Fig. 1: run 1, M1 wires
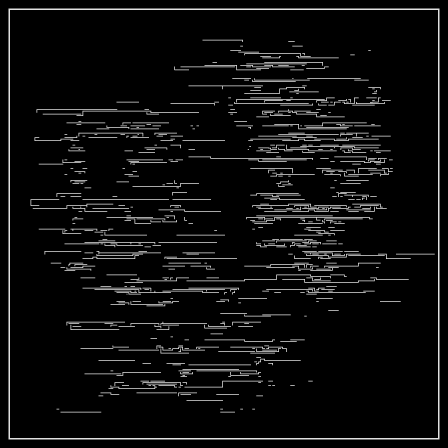
Fig. 2: run 1, metal 2
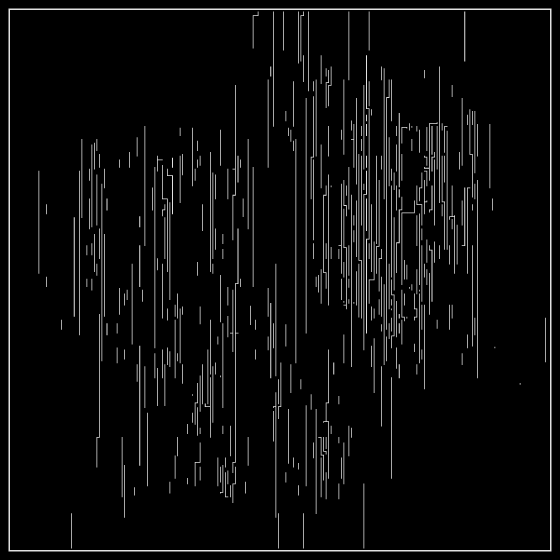
Fig. 3: run 1, signal wires on met3
Bar = 20 um. Cells faint in the background.
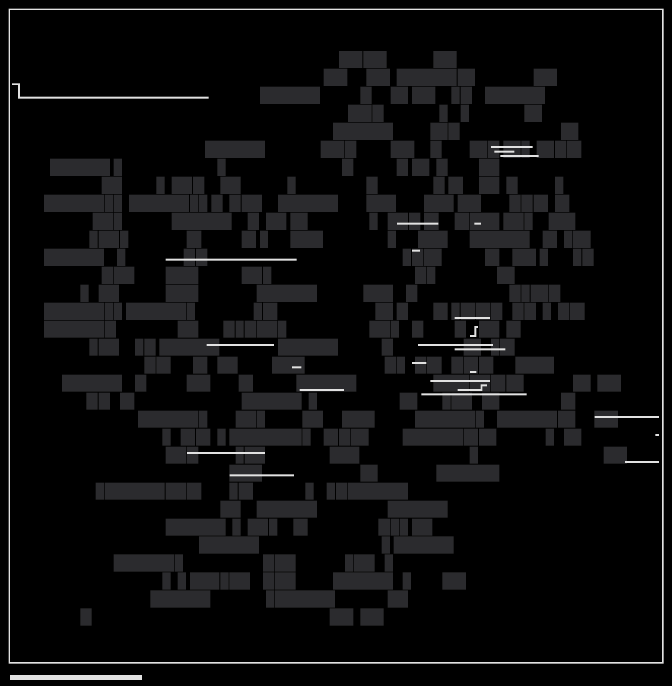
Fig. 4: run 1, congestion heat map
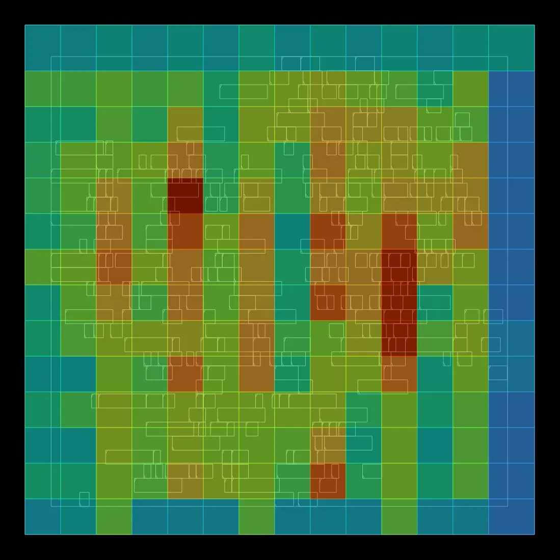
==> config.mk <==
export PLATFORM = sky130hd
export DESIGN_NAME = led_value_sequencer
export DESIGN_NICKNAME = d
export VERILOG_FILES = /design/src/rtl/led_value_sequencer.sv
export SDC_FILE = /design/constraint.sdc
export NUM_CORES = 1
export LEC_CHECK = 0
export ABC_AREA = 0
export CAP_MARGIN = 10
export CORE_MARGIN = 5
export CORE_UTILIZATION = 30
export DETAILED_ROUTE_END_ITERATION = 7
export MAX_ROUTING_LAYER = met4
export PLACE_DENSITY = 0.44
export SETUP_SLACK_MARGIN = 0.05
export SKIP_LAST_GASP = 1
export SLEW_MARGIN = 20
export SYNTH_ARGS = -nofsm -noshare
export SYNTH_HDL_FRONTEND = slang
export SYNTH_SLANG_ARGS = --single-unit
==> constraint.sdc <==
create_clock -name clk -period 3.05 [get_ports clk]
set_input_delay 0.61 -clock clk [delete_from_list [all_inputs] [get_ports clk]]
set_output_delay 0.61 -clock clk [all_outputs]
set_load 0.01 [all_outputs]
==> ci_impl_report.md <==
### Yosys + OpenROAD results

| Metric | Value |
|---|---|
| Count of tool warnings | `29` |
| Worst Skew | `6.248 ps` |
| Simple logic cell fraction of the synthesized area | `26.30%` |
| CP cell instances | `inv_1 > ha_1 > nand2b_1 > a2111oi_2 > nor3_1 > and2_1 > o31ai_1 > o21a_1` |
| Core utilization at floorplan | `30.63%` |
| Most common logic cell in the routed design | `nor2_1` |
| Registers, synthesis | `37` |
| Tap cells | `102` |
| Flop share of the area | `33.94%` |
| Grt ovf | `0` |
| Cts bufs inserted | `5` |
| Layout cells sized above 1 | `7.534%` |
| Initial antenna violation count | `0` |
| Reg clk slew, reported paths | `80 ps` |
| Top cells excl fill/tap | `nor2_1 (42), dfrtp_1 (36), o21ai_0 (18)` |
| RSZ-0062 raised after global routing | `no` |
| Post-synth seq share | `39.37%` |
| Yosys stat chip area | `0.002355 mm^2` |
| Chip area | `0.009721 mm^2` |
| Critical Path Source Type | `flip-flop` |
| Pwr Density | `436.5 mW/mm^2` |
| Post-synth top cells | `nor2_1 (42), dfrtp_1 (36), o21ai_0 (18)` |
| Max-Cap Viols | `0` |
| Pin count of the biggest net entering global routing | `38` |
| First-pass GRT wire length | `10180 um` |
| Static leakage | `1.017 nW` |
| Hold Buf Count CTS | `0` |
| Clkbuf count | `6` |
| #MultiIn Comb | `213` |
| Outcome | `finished clean` |
| Filler cells | `828` |
| Inverters excl. clock | `11` |
| Compound-Gate Fraction of Synth Area | `17.11%` |
| Number of gates resized after CTS | `0` |
| Met2 WL | `2820 um` |
| Max_slew headroom | `41.53%` |
| Most numerous cell in the Yosys netlist | `nor2_1` |
| R2R depth | `8` |
| Met1 Wirelength | `2719 um` |
| MI comb area | `0.001308 mm^2` |
| Layout Cells excl Fill | `394` |
| DR WL/cell | `14.76 um` |
| Final hold violation count | `0` |
| Overall die width | `98.60 um` |
| Gpl congestion | `0.9588` |
| Synthesized area per cell | `8.501 um^2` |
| Number of enable flip-flop cells | `0` |
| Vias per cell | `5.020` |
| Final slew viol count | `0` |
| DPL Wire Length | `3953 um` |
| Hold WC Path Type | `input pin to async pin` |
| DP Area | `0.002611 mm^2` |
| Die H | `98.60 um` |
| Yosys top cell by area | `dfrtp_1` |
| Flop area | `927.1 um^2` |
| Asr flop ratio synth | `100.0%` |
| # diodes | `0` |
| Setup violators final | `0` |
| Final Total Pwr | `1.192 mW` |
| CTS tree | `done` |
| IO buf count | `16` |
| Io pins | `17` |
| Syn nets | `293` |
| Seq_cells | `37` |
| Bufs w/o clock | `23` |
| Worst slew pin tran | `877.1 ps` |
| Largest register FFs | `27` |
| Period utilisation layout | `78.25%` |
| Met3 wire len | `182 um` |
| Max IR drop VDD | `182.5 uV` |
| CTS root buffer | `clkbuf_8` |
| Setup CP Type | `flip-flop to flip-flop` |
| First DRT Iteration DRCs | `52` |
| Logic family by area | `simple AND/OR/NAND/NOR gates` |
| Clk_lat worst skew | `290 ps` |
| Post-synthesis cell count | `277` |
| Core Box Area | `0.007687 mm^2` |
| Top FF cell, synth | `dfrtp_1` |
| Layout Nets | `307` |
| Layout area overhead | `15.99%` |
| Setup Fix Bufs, Post-CTS | `0` |
| Number of routed nets with antenna violations | `0` |
| Critical path data arrival time | `2620 ps` |
| Largest cell class | `logic gates` |
| Synth cell types | `50` |
| Row count | `32` |
| DRC | `0` |
| Top cells by area | `dfrtp_1 (38%), nor2_1 (6.7%), xnor2_1 (6.0%)` |
| Uppermost layer routed | `met4` |
| Critical Path End Type | `flip-flop` |
| Combinational share of cell area | `47.87%` |
| Flop2flop setup slack | `660 ps` |
| Fa+ha+maj area frac | `2.657%` |
| First-pass DRT Iterations | `4` |
| Post-Synth XOR/XNOR Area | `8.555%` |
| Clock buffer depth | `2` |
| Vias in the first global route | `2005` |
| Non-clock buffer share | `7.604%` |
| FMAX | `419.0 MHz` |
| Finished layout cell area | `0.002731 mm^2` |
| Crit path DRT | `3290 ps` |
| Final Critical Period | `2387 ps` |
| Final TNS setup | `0 ps` |
| CP peak stage delay | `520 ps` |
| Placed insts | `386` |
## Picture notes: Fig. 1
main direction: horizontal
wire length on this layer: 2720 um
nets with wire on the layer: 288
Post-Route WL: 5815 um
DR vias: 1978
met1 GRT Util: 16.79%

## Picture notes: Fig. 2
wire length on this layer: 2820 um
nets with wire on the layer: 233
met2 Use GR: 21.11%

## Picture notes: Fig. 3
nets with wire on the layer: 18
wire length on this layer: 183 um
longest straight run: 28.5 um
main direction: horizontal
share of all routed wire: 3.1%
M3 GR Usage: 2.619%

## Picture notes: Fig. 4
All-Layer GR Usage: 13.20%
global route hottest layer: met2

## run 1: power by group
part           leakage [nW]  switching, mW  internal, mW  total [mW]
sequential            0.495        0.00999         0.500       0.510
combinational         0.465          0.136        0.0909       0.227
clock                0.0574          0.189         0.266       0.455
## run 1: worst max-delay path, delay by kind of cell, from the launching register on
family          cells  cell delay [ps]
compound gates      3              770
flops               1              520
simple gates        3              470
fa+ha+maj           1              380
buf+inv             1              190
## run 1: stage by stage
stage	util [%]	setup WS (ps)	hold WS [ps]
3_3_place_gp	33.97	444.1	484.5
5_1_grt	35.53	450.4	506.2
4_1_cts	35.53	670.6	474.1
6_report	35.53	663.4	438.0
3_5_place_dp	33.97	423.9	486.8
2_1_floorplan	-	840.6	314.4
Power is estimated from default activity; no workload was simulated.
